==> src/rtl/pixel_window_loader.sv <==
// Loads a 3x3 pixel window from a byte-wide memory, one outstanding read at a time.
// Optional macro BORDER_CLAMP_EN: a shift at the right image edge duplicates the right column instead of being rejected.
module pixel_window_loader #(
  parameter int IMG_WIDTH = 320
) (
  input  logic        clk,
  input  logic        rst,
  input  logic [15:0] base_addr,
  input  logic        start_i_read,
  input  logic        start_shift,
  input  logic        start_move,
  output logic        read_en,
  output logic [15:0] read_addr,
  input  logic        read_valid,
  input  logic [7:0]  read_data,
  output logic        read_data_done,
  output logic        load_done,
  output logic [71:0] window,
  output logic        range_err
);

  typedef enum logic [1:0] {IDLE, ISSUE, WAIT, DONE} state_t;

  state_t      state;
  logic [15:0] base_q;
  logic [9:0]  row;
  logic [9:0]  col;
  logic [1:0]  r_idx;
  logic [1:0]  c_idx;
  logic        full_load;
`ifdef BORDER_CLAMP_EN
  logic        clamp_hold;
`endif

  logic [1:0]  next_r;
  logic [1:0]  next_c;
  logic [3:0]  cap_idx;
  logic        last_read;
  logic        at_edge;
  logic [71:0] shifted_win;

  function automatic logic [15:0] pix_addr(input logic [15:0] base, input logic [9:0] row_v,
                                           input logic [9:0] col_v, input logic [1:0] r,
                                           input logic [1:0] c);
    logic [31:0] sum;
    sum = 32'(base) + (32'(row_v) + 32'(r)) * 32'(IMG_WIDTH) + 32'(col_v) + 32'(c);
    return sum[15:0];
  endfunction

  assign cap_idx   = 4'(r_idx) * 4'd3 + 4'(c_idx);
  assign last_read = (r_idx == 2'd2) && (c_idx == 2'd2);
  assign at_edge   = (32'(col) + 32'd3) == 32'(IMG_WIDTH);

  // Full loads walk the window row by row; shifts only walk down the right column.
  always_comb begin
    next_r = r_idx;
    next_c = c_idx;
    if (full_load) begin
      if (c_idx == 2'd2) begin
        next_c = 2'd0;
        next_r = r_idx + 2'd1;
      end else begin
        next_c = c_idx + 2'd1;
      end
    end else begin
      next_r = r_idx + 2'd1;
    end
  end

  always_comb begin
    shifted_win        = window;
    shifted_win[7:0]   = window[15:8];
    shifted_win[15:8]  = window[23:16];
    shifted_win[31:24] = window[39:32];
    shifted_win[39:32] = window[47:40];
    shifted_win[55:48] = window[63:56];
    shifted_win[63:56] = window[71:64];
  end

  always_ff @(posedge clk or posedge rst) begin
    if (rst) begin
      state          <= IDLE;
      base_q         <= '0;
      row            <= '0;
      col            <= '0;
      r_idx          <= '0;
      c_idx          <= '0;
      full_load      <= 1'b0;
      read_en        <= 1'b0;
      read_addr      <= '0;
      read_data_done <= 1'b0;
      load_done      <= 1'b0;
      range_err      <= 1'b0;
      window         <= '0;
`ifdef BORDER_CLAMP_EN
      clamp_hold     <= 1'b0;
`endif
    end else begin
      read_data_done <= 1'b0;
      load_done      <= 1'b0;
      range_err      <= 1'b0;
      case (state)
        IDLE: begin
          if (start_i_read) begin
            base_q    <= base_addr;
            r_idx     <= 2'd0;
            c_idx     <= 2'd0;
            full_load <= 1'b1;
            read_addr <= pix_addr(base_addr, row, col, 2'd0, 2'd0);
            state     <= ISSUE;
          end else if (start_move) begin
            row       <= row + 10'd1;
            col       <= 10'd0;
            r_idx     <= 2'd0;
            c_idx     <= 2'd0;
            full_load <= 1'b1;
            read_addr <= pix_addr(base_q, row + 10'd1, 10'd0, 2'd0, 2'd0);
            state     <= ISSUE;
          end else if (start_shift) begin
            if (at_edge) begin
`ifdef BORDER_CLAMP_EN
              window     <= shifted_win;
              clamp_hold <= 1'b1;
              state      <= DONE;
`else
              range_err  <= 1'b1;
`endif
            end else begin
              window    <= shifted_win;
              col       <= col + 10'd1;
              r_idx     <= 2'd0;
              c_idx     <= 2'd2;
              full_load <= 1'b0;
              read_addr <= pix_addr(base_q, row, col + 10'd1, 2'd0, 2'd2);
              state     <= ISSUE;
            end
          end
        end
        ISSUE: begin
          read_en <= 1'b1;
          state   <= WAIT;
        end
        WAIT: begin
          if (read_valid) begin
            for (int k = 0; k < 9; k++) begin
              if (cap_idx == 4'(k)) window[8*k +: 8] <= read_data;
            end
            read_data_done <= 1'b1;
            read_en        <= 1'b0;
            if (last_read) begin
              load_done <= 1'b1;
              state     <= DONE;
            end else begin
              r_idx     <= next_r;
              c_idx     <= next_c;
              read_addr <= pix_addr(base_q, row, col, next_r, next_c);
              state     <= ISSUE;
            end
          end
        end
        DONE: begin
          // A clamped shift spends one extra cycle here so its load_done lands two cycles after accept.
`ifdef BORDER_CLAMP_EN
          if (clamp_hold) begin
            clamp_hold <= 1'b0;
            load_done  <= 1'b1;
          end else begin
            state <= IDLE;
          end
`else
          state <= IDLE;
`endif
        end
        default: state <= IDLE;
      endcase
    end
  end

endmodule

==> config.mk <==
export PLATFORM = sky130hd
export DESIGN_NAME = pixel_window_loader
export DESIGN_NICKNAME = d
export VERILOG_FILES = /design/src/rtl/pixel_window_loader.sv
export SDC_FILE = /design/constraint.sdc
export NUM_CORES = 1
export LEC_CHECK = 0
export ABC_AREA = 1
export ABC_CLOCK_PERIOD_IN_PS = 6550
export CAP_MARGIN = 20
export CORE_MARGIN = 2
export CORE_UTILIZATION = 56
export CTS_CLUSTER_DIAMETER = 150
export CTS_CLUSTER_SIZE = 12
export DETAILED_ROUTE_END_ITERATION = 10
export DONT_BUFFER_PORTS = 1
export PLACE_DENSITY_LB_ADDON = 0.2
export SYNTH_ARGS = -nofsm -noshare
export SYNTH_HDL_FRONTEND = slang
export SYNTH_SLANG_ARGS = --single-unit
==> constraint.sdc <==
create_clock -name clk -period 6.55 [get_ports clk]
set_input_delay 1.6375 -clock clk [delete_from_list [all_inputs] [get_ports clk]]
set_output_delay 1.6375 -clock clk [all_outputs]
set_load 0.02 [all_outputs]
**Run 1: met1 routing**

Scale bar: 50 um. Supply wires on this layer in grey.
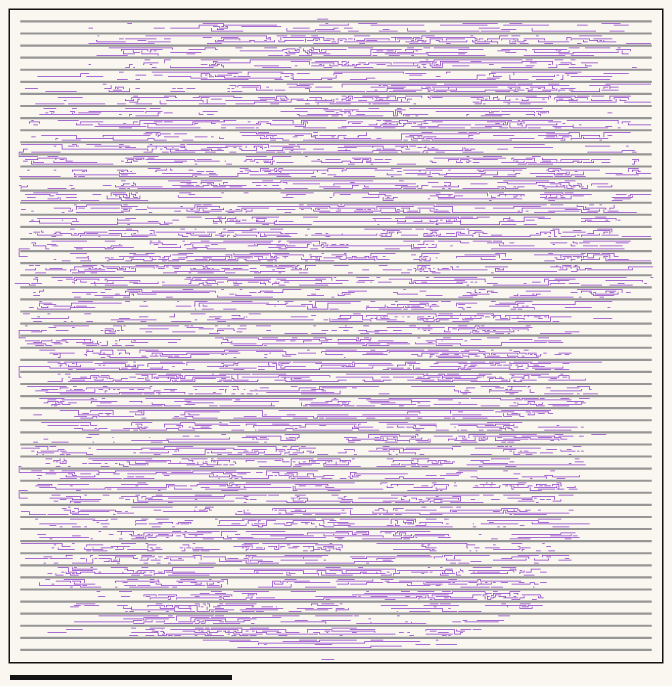
wire length on this layer: 14100 um
main direction: horizontal
nets with wire on the layer: 1685
longest straight run: 55.7 um
share of all routed wire: 44%

**Run 1: met2 routing**

Cells faint in the background.
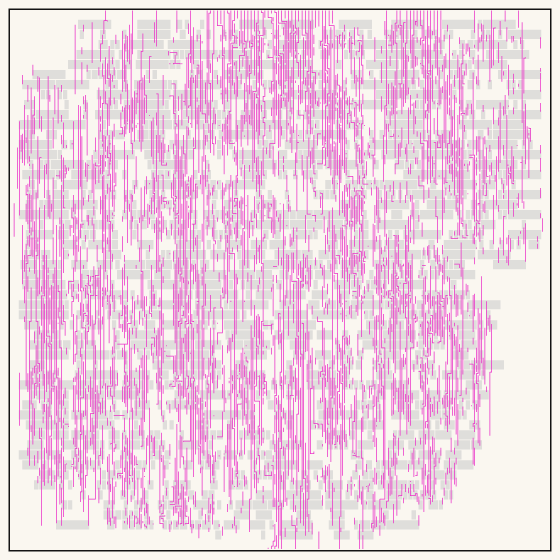
nets with wire on the layer: 1403
share of all routed wire: 46%

**Run 1: M3 wires**

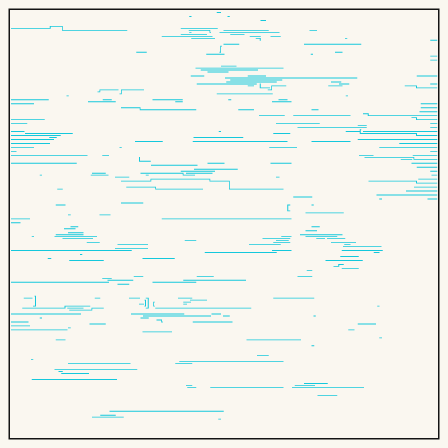
main direction: horizontal
wire length on this layer: 2390 um
share of all routed wire: 7.4%
nets with wire on the layer: 186
longest straight run: 45.1 um

==> flow_metrics.env, run 1 <==
# flow metrics
export IMPL_routed_via_density=5.68
export IMPL_mostFrequentLayoutCells="513 x nand2_1, 195 x inv_1, 159 x nand3_1"
export IMPL_finalHoldViolCount=0
export IMPL_area_leaders="dfrtp_1 30%, nand2_1 17%, ha_1 14%, nand3_1 7.0%, inv_1 6.4%"
export IMPL_dieHeight_um=147
export IMPL_max_cap_viol_count=0
export IMPL_yosysWarnings=0
export IMPL_relSlewSlack_pct=41.0
export IMPL_netlist_area_sq_mm=0.0114
export IMPL_firstDrtPassIters=6
export IMPL_largestRegisters="window (72), base_q (16), read_addr (16)"
export IMPL_grt_usage_pct=30.3
export IMPL_cp_arrival_ns=5.82
export IMPL_ant_nets=0
export IMPL_cp_max_fo=7
export IMPL_cpMostUsedCell="ha_1"
export IMPL_top_cell_area_share_pct=29.6
export IMPL_fp_row_count=52
export IMPL_postCtsSetupBuffers=0
export IMPL_rsz0062_at_grt="false"
export IMPL_nNetsFinal=1765
export IMPL_final_cells=1866
export IMPL_worst_path_max_delay_cell="dfrtp_1"
export IMPL_critical_path_buf_inv_count=4
export IMPL_min_period_over_period_pct=84.2
export IMPL_hold_path_class="reg2reg"
export IMPL_fp_util_pct=56.7
export IMPL_regMostFlops="window"
export IMPL_synth_edff_count=0
export IMPL_crit_family="adder cells"
export IMPL_layout_top_cell="nand2_1"
export IMPL_ctsResizeCount=0
export IMPL_area_growth_syn_to_layout_pct=7.06
export IMPL_clock_path_buffers=2
export IMPL_cts_hold_buffers_added=0
export IMPL_yosysUniqueCellTypes=44
export IMPL_grt_pass1_vias=9792
export IMPL_clk_latency_ns=0.43
export IMPL_ff_type="dfrtp_1"
export IMPL_criticalPathCategory="reg2reg"
export IMPL_via_count=10600
export IMPL_cts_tree="built"
export IMPL_wl_um=32400
export IMPL_finalSetupTns_ns=0
export IMPL_core_sq_mm=0.0201
export IMPL_syn_mean_instance_area_sq_um=7.18
export IMPL_period_needed_ns=5.51
export IMPL_dieWidth_um=147
export IMPL_setup_viol=0
export IMPL_io_buffers=0
export IMPL_hpwl_um=24700
export IMPL_largest_register_ffs=72
export IMPL_h_tree_depth=4
export IMPL_cp_required_ns=6.86
export IMPL_cpPeakStageDelay_ns=0.44
export IMPL_drt_initial_drc_count=828
export IMPL_synth_seq_cells=135
export IMPL_async_reset_ff_share_pct=100
export IMPL_ys_area_sq_mm=0.0114
export IMPL_warnings=28
export IMPL_slew_viol_final=0
export IMPL_place_inst=1834
export IMPL_drc=0
export IMPL_gp_congestion=0.940
export IMPL_drive_above_1_share_pct=3.70
export IMPL_top_cell="nand2_1"
export IMPL_worst_slack_ns=1.04
export IMPL_floorplan_nets=1772
export IMPL_outcome="finished clean"
export IMPL_antenna_found_initial=0
export IMPL_clkSinkCount=135
export IMPL_ys_seq_share_pct=29.6
export IMPL_fmax_ghz=0.181
export IMPL_wl_per_cell_um=17.3
export IMPL_grt_max_degree=83
export IMPL_cts_buffers=17
export IMPL_skew_ns=0.00771
export IMPL_start_kind="flop"
[run 1: per-layer routing]
layer	track usage [%]	routed length, um	vias to the layer above
met3	5.37	2390	70
met2	47.9	14700	426
met5	0	0	-
li1	-	-	5180
met1	41.8	14100	4915
met4	11.9	1130	0
[run 1: stage by stage]
step	hold slack (ns)	util (%)	instance area (sq um)
after floorplan	0.518	-	11400
after global placement	0.551	57.9	11600
after detailed placement	0.569	57.9	11600
after CTS	0.597	60.8	12200
after global routing	0.634	60.8	12200
final	0.605	60.8	12200
[run 1: area by class of cell]
class / count / area, sq um
Fill cell: 1857 / 7890
Multi-Input combinational cell: 1222 / 7120
Sequential cell: 135 / 3380
Inverter: 201 / 759
Clock buffer: 18 / 429
Tap cell: 270 / 338
Clock inverter: 14 / 144
Timing Repair Buffer: 6 / 45.0
[run 1: kinds of logic (layout without fill, tap and decap cells)]
group | count (synthesis) | count (layout) | share of synthesized area, %
simple gates | 781 | 781 | 28.4
flops | 135 | 135 | 29.6
mux | 8 | 8 | 0.790
compound gates | 227 | 227 | 10.8
fa+ha+maj | 152 | 152 | 18.2
buf+inv | 233 | 239 | 7.97
xor+xnor | 54 | 54 | 4.15
[run 1: final timing paths]
kind	start	endpoint	cells after the start
min in group asynchronous	rst	window[52]	1
max in group asynchronous	rst	read_data_done	2
setup reg to reg	c_idx[0]	read_addr[15]	27
hold / removal	full_load	full_load	2
setup / recovery	c_idx[0]	read_addr[15]	27
hold reg to reg	full_load	full_load	2
**Run 1: signal wires on met4**

Scale bar: 50 um. Supply wires on this layer in grey.
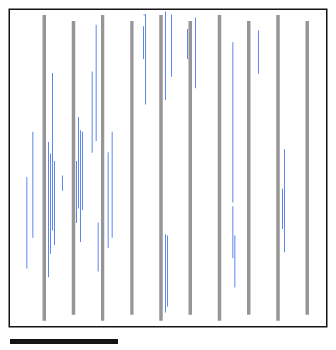

## Run 2: what changed since run 1
- ABC_CLOCK_PERIOD_IN_PS: 6550 -> 5400
- clock period: 6.55 -> 5.4 ns (I/O delays scaled with it)
**Run 2: signal wires on met4**

Scale bar: 50 um. Supply wires on this layer in grey.
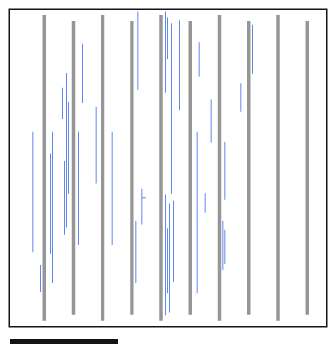
share of all routed wire: 3.6%
longest straight run: 78.9 um
nets with wire on the layer: 27

**Run 2: M3 wires**

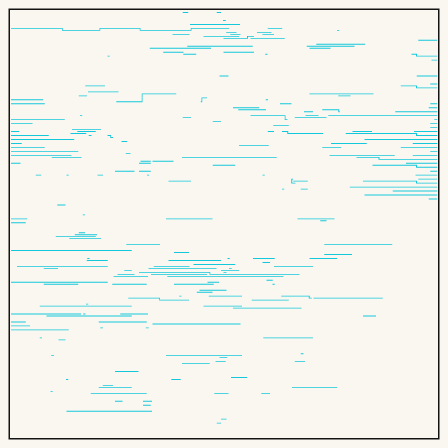
wire length on this layer: 2110 um
share of all routed wire: 6.6%

==> flow_metrics.env, run 2 <==
# flow metrics
export IMPL_critPathCaptureType="flop"
export IMPL_criticalPathCategory="reg2reg"
export IMPL_r2r_start="r_idx[0]"
export IMPL_grt_busiest_layer="met2"
export IMPL_diodes=0
export IMPL_core_sq_mm=0.0201
export IMPL_largest_register_ffs=72
export IMPL_clock_path_buffers=2
export IMPL_io_buffers=0
export IMPL_final_cells=1868
export IMPL_cp_arrival_ns=5.33
export IMPL_synth_seq_cells=135
export IMPL_largestRegisters="window (72), base_q (16), read_addr (16)"
export IMPL_top_cell_area_share_pct=29.6
export IMPL_slew_viol_final=0
export IMPL_grt_ovfl_total=0
export IMPL_via_count=10500
export IMPL_async_reset_ff_share_pct=100
export IMPL_gp_congestion=0.924
export IMPL_critical_path_buf_inv_count=7
export IMPL_synth_edff_count=0
export IMPL_skew_ns=0.0118
export IMPL_clockRootBuffer="clkbuf_16"
export IMPL_ys_area_sq_mm=0.0114
export IMPL_finalHoldViolCount=0
export IMPL_antenna_found_initial=0
export IMPL_yosysUniqueCellTypes=44
export IMPL_cp_max_fo=5
export IMPL_dieHeight_um=147
export IMPL_global_route_usage_met2_pct=49.3
export IMPL_drt_initial_drc_count=894
export IMPL_cpPeakStageDelay_ns=0.43
export IMPL_hold_path_class="reg2reg"
export IMPL_h_tree_depth=4
export IMPL_fp_util_pct=56.7
export IMPL_postLayoutCoreUtil_pct=61.5
export IMPL_area_leaders="dfrtp_1 30%, nand2_1 17%, ha_1 14%, nand3_1 7.0%, inv_1 6.4%"
export IMPL_wl_um=32200
export IMPL_grt_usage_pct=30.7
export IMPL_postSynthCellCount=1590
export IMPL_syn_mean_instance_area_sq_um=7.18
export IMPL_relSlewSlack_pct=33.1
export IMPL_clkSinkCount=135
export IMPL_worstHoldStart="window[6]"
export IMPL_max_cap_viol_count=0
export IMPL_routed_via_density=5.63
export IMPL_dpl_cell_area_sq_mm=0.0117
export IMPL_ant_nets=0
export IMPL_clk_pin_slew_ns=0.07
export IMPL_min_period_over_period_pct=93.0
export IMPL_cts_tree="built"
export IMPL_top_cell="nand2_1"
export IMPL_period_needed_ns=5.02
export IMPL_setup_worst_path_start="r_idx[0]"
export IMPL_worst_path_max_delay_cell="dfrtp_2"
export IMPL_yosys_cells=1590
export IMPL_floorplan_nets=1772
export IMPL_wl_per_cell_um=17.2
export IMPL_mostFrequentLayoutCells="513 x nand2_1, 195 x inv_1, 158 x nand3_1"
export IMPL_ys_seq_share_pct=29.6
export IMPL_fill_cells=1862
export IMPL_grt_pass1_vias=9895
export IMPL_die_area_sq_mm=0.0215
export IMPL_dieWidth_um=147
export IMPL_cts_buffers=17
export IMPL_start_kind="flop"
export IMPL_outcome="finished clean"
export IMPL_fmax_ghz=0.199
export IMPL_postCtsSetupBuffers=0
export IMPL_yosys_top_cells_count="513 x nand2_1, 196 x inv_1, 159 x nand3_1"
export IMPL_pin_count=122
export IMPL_drive_above_1_share_pct=4.38
export IMPL_grt_max_degree=105
export IMPL_hpwl_um=24700
export IMPL_cp_required_ns=5.71
export IMPL_yosysWarnings=0
export IMPL_regMostFlops="window"
export IMPL_ff_type="dfrtp_1"
export IMPL_grt_use_met1_pct=41.7
export IMPL_clk_latency_ns=0.43
export IMPL_setup_viol=0
export IMPL_gr_usage_met3_pct=5.12
export IMPL_netlist_area_sq_mm=0.0114
export IMPL_drc=0
export IMPL_crit_family="adder cells"
export IMPL_final_cell_area_sq_mm=0.0124
export IMPL_hold_worst_slack_ns=0.609
export IMPL_cpMostUsedCell="inv_1"
export IMPL_layout_top_cell="nand2_1"
export IMPL_place_inst=1837
export IMPL_firstDrtPassIters=7
export IMPL_cts_hold_buffers_added=0
export IMPL_area_growth_syn_to_layout_pct=8.35
export IMPL_warnings=30
export IMPL_fp_row_count=52
export IMPL_reg2reg_slack_ns=0.38
export IMPL_top_area_cell="dfrtp_1"
export IMPL_rsz0062_at_grt="false"
export IMPL_tightest_slew_ns=1.00
export IMPL_nNetsFinal=1768
export IMPL_grt_pass1_wl_um=52200
run 2: cell counts after synthesis:
Identical to the previous run, type by type.
run 2: cell families (layout without fill, tap and decap cells):
kind of cell | Yosys count | count (layout) | synth area share, %
AOI/OAI and AO/OA | 227 | 227 | 10.8
xor gates and xnor gates | 54 | 54 | 4.15
adders and majority gates | 152 | 152 | 18.2
buffers and inverters | 233 | 241 | 7.97
DFF | 135 | 135 | 29.6
muxes | 8 | 8 | 0.790
and+or+nand+nor | 781 | 781 | 28.4
run 2: metrics by stage:
step	setup TNS [ns]	setup slack (ns)
floorplan	0	0.439
global placement	0	0.175
detailed placement	-0.0971	-0.0971
CTS	0	0.108
global route	0	0.0198
finish	0	0.380
run 2: path summary, 6_finish.rpt:
check / endpoint / depth (start not counted)
setup / recovery: read_addr[15] / 29
hold / removal: window[6] / 2
setup reg to reg: read_addr[15] / 29
hold reg to reg: window[6] / 2
max in group asynchronous: col[1] / 2
min in group asynchronous: window[10] / 1
run 2: layer usage:
metal  wire length [um]  up-vias
li1                   -     5184
met1              14200     4920
met2              14700      347
met3               2110       70
met4               1170        0
met5                  0        -
run 2: area by class of cell:
class / count / area (sq um) / share of cell area, %
timing repair buffer: 9 / 67.6 / 0.547
clock buffer: 17 / 425 / 3.44
clock inverter: 14 / 213 / 1.72
sequential: 135 / 3380 / 27.3
inverter: 201 / 759 / 6.14
multi-input combinational: 1222 / 7180 / 58.1
tap: 270 / 338 / 2.73
run 2: timing repair:
item | CTS | global route
gates resized | 2 | 9
setup endpoints to repair | 1 | 3
cloned | 0 | 0
**Run 2: met2 routing**

Cells faint in the background.
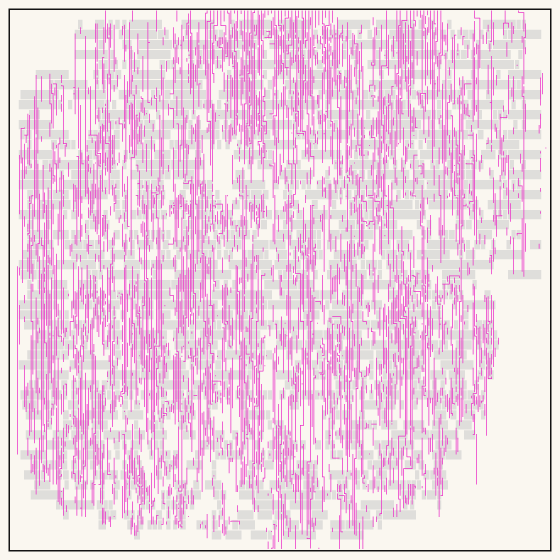

## Run 3: what changed since run 2
- CAP_MARGIN: 20 -> unset
- CORE_UTILIZATION: 56 -> 45
**Run 3: met2 routing**

Cells faint in the background.
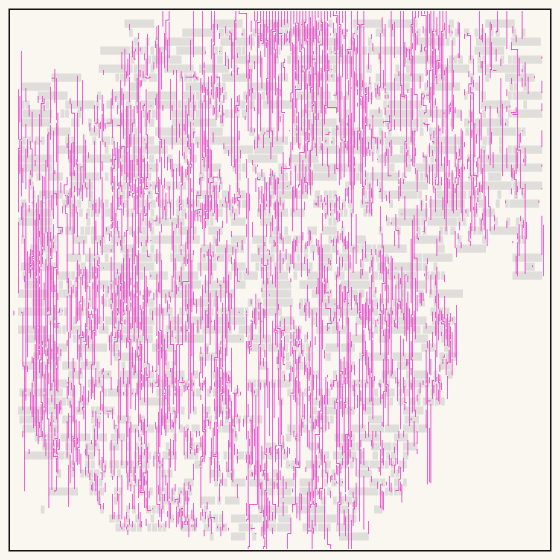
share of all routed wire: 46%
main direction: vertical

==> flow_metrics.env, run 3 <==
# flow metrics
export IMPL_outcome="finished clean"
export IMPL_dieWidth_um=163
export IMPL_cp_required_ns=5.71
export IMPL_diodes=0
export IMPL_mostFrequentLayoutCells="512 x nand2_1, 195 x inv_1, 159 x nand3_1"
export IMPL_wl_um=33400
export IMPL_h_tree_depth=4
export IMPL_regMostFlops="window"
export IMPL_top_area_cell="dfrtp_1"
export IMPL_min_period_over_period_pct=93.1
export IMPL_synthMuxAreaShare_pct=0.790
export IMPL_fill_cells=2518
export IMPL_top_cell="nand2_1"
export IMPL_dieHeight_um=163
export IMPL_dpl_cell_area_sq_mm=0.0118
export IMPL_synth_edff_count=0
export IMPL_worstHoldStart="state[0]"
export IMPL_max_cap_viol_count=0
export IMPL_gp_congestion=0.936
export IMPL_via_count=10400
export IMPL_antenna_found_initial=0
export IMPL_regArea_sq_mm=0.00338
export IMPL_relSlewSlack_pct=32.3
export IMPL_yosys_top_cells_count="513 x nand2_1, 196 x inv_1, 159 x nand3_1"
export IMPL_cp_arrival_ns=5.34
export IMPL_top_cell_area_share_pct=29.6
export IMPL_postSynthCellCount=1590
export IMPL_yosys_cells=1590
export IMPL_grt_max_degree=102
export IMPL_r2r_end="read_addr[15]"
export IMPL_nNetsFinal=1770
export IMPL_worst_slack_ns=0.374
export IMPL_synth_seq_cells=135
export IMPL_cpMostUsedCell="inv_1"
export IMPL_io_buffers=0
export IMPL_ff_type="dfrtp_1"
export IMPL_floorplan_nets=1772
export IMPL_yosysWarnings=0
export IMPL_worst_path_max_delay_cell="dfrtp_2"
export IMPL_finalHoldViolCount=0
export IMPL_pin_count=122
export IMPL_mi_logic_area_sq_mm=0.00717
export IMPL_largest_register_ffs=72
export IMPL_setup_viol=0
export IMPL_tightest_slew_ns=1.01
export IMPL_finalSetupTns_ns=0
export IMPL_final_cell_area_sq_mm=0.0124
export IMPL_clk_pin_slew_ns=0.07
export IMPL_min_path_cells=3
export IMPL_die_area_sq_mm=0.0266
export IMPL_drc=0
export IMPL_hold_path_class="reg2reg"
export IMPL_warnings=30
export IMPL_criticalPathCategory="reg2reg"
export IMPL_clkSinkCount=135
export IMPL_synthSimpleGateAreaFrac_pct=28.4
export IMPL_postCtsSetupBuffers=0
export IMPL_cts_hold_buffers_added=0
export IMPL_firstDrtPassIters=5
export IMPL_fp_row_count=58
export IMPL_grt_ovfl_total=0
**Run 3: track usage over the die**

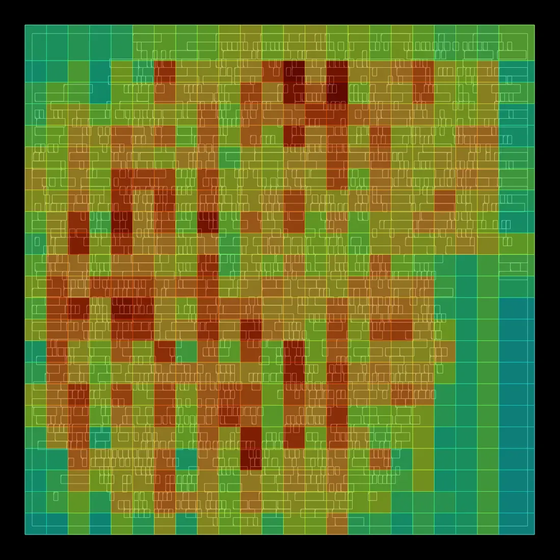
met3 Use GR: 5.05%
DR WL/cell: 17.3 um
Total GRT Usage: 25.8%

[run 3: cell counts after synthesis]
No cell type changed its count.
[run 3: critical path: cells and delay by family, from the launching register on]
| kind | cells | cell delay [ns] |
|---|---|---|
| xor gates and xnor gates | 2 | 0.35 |
| buffers and inverters | 7 | 0.51 |
| DFF | 1 | 0.43 |
| adders and majority gates | 6 | 1.94 |
| and+or+nand+nor | 9 | 0.99 |
| AOI/OAI and AO/OA | 5 | 0.68 |
[run 3: repair_timing]
action	in CTS	in global routing
gates resized	1	11
pin swaps	0	0
endpoints found under the setup margin	1	3
[run 3: final cells by class]
cell class	instances	share of cell area, %
Multi-Input combinational cell	1222	57.7
Sequential cell	135	27.2
Clock inverter	15	1.61
Tap cell	330	3.32
Clock buffer	17	3.42
Timing Repair Buffer	11	0.664
Inverter	201	6.11
[run 3: layer usage]
layer	track usage, %	routed length [um]	share of wire (%)	up-vias
met4	10.3	1220	3.6	0
met2	41.3	15400	46	321
met5	0	0	0	-
li1	-	-	-	5187
met3	5.05	2110	6.3	60
met1	34.2	14700	44	4836
[run 3: worst max path at each step]
| stage | startpoint | end | slack [ns] | depth (start not counted) |
|---|---|---|---|---|
| after floorplan | rst | base_q[0] | 0.44 | 1 |
| after global placement | c_idx[1] | read_addr[15] | 0.18 | 28 |
| after detailed placement | c_idx[1] | read_addr[15] | 0.02 | 28 |
| after CTS | c_idx[1] | read_addr[15] | 0.09 | 28 |
| after global routing | r_idx[0] | read_addr[15] | -0.008 | 29 |
| final | r_idx[0] | read_addr[15] | 0.37 | 29 |
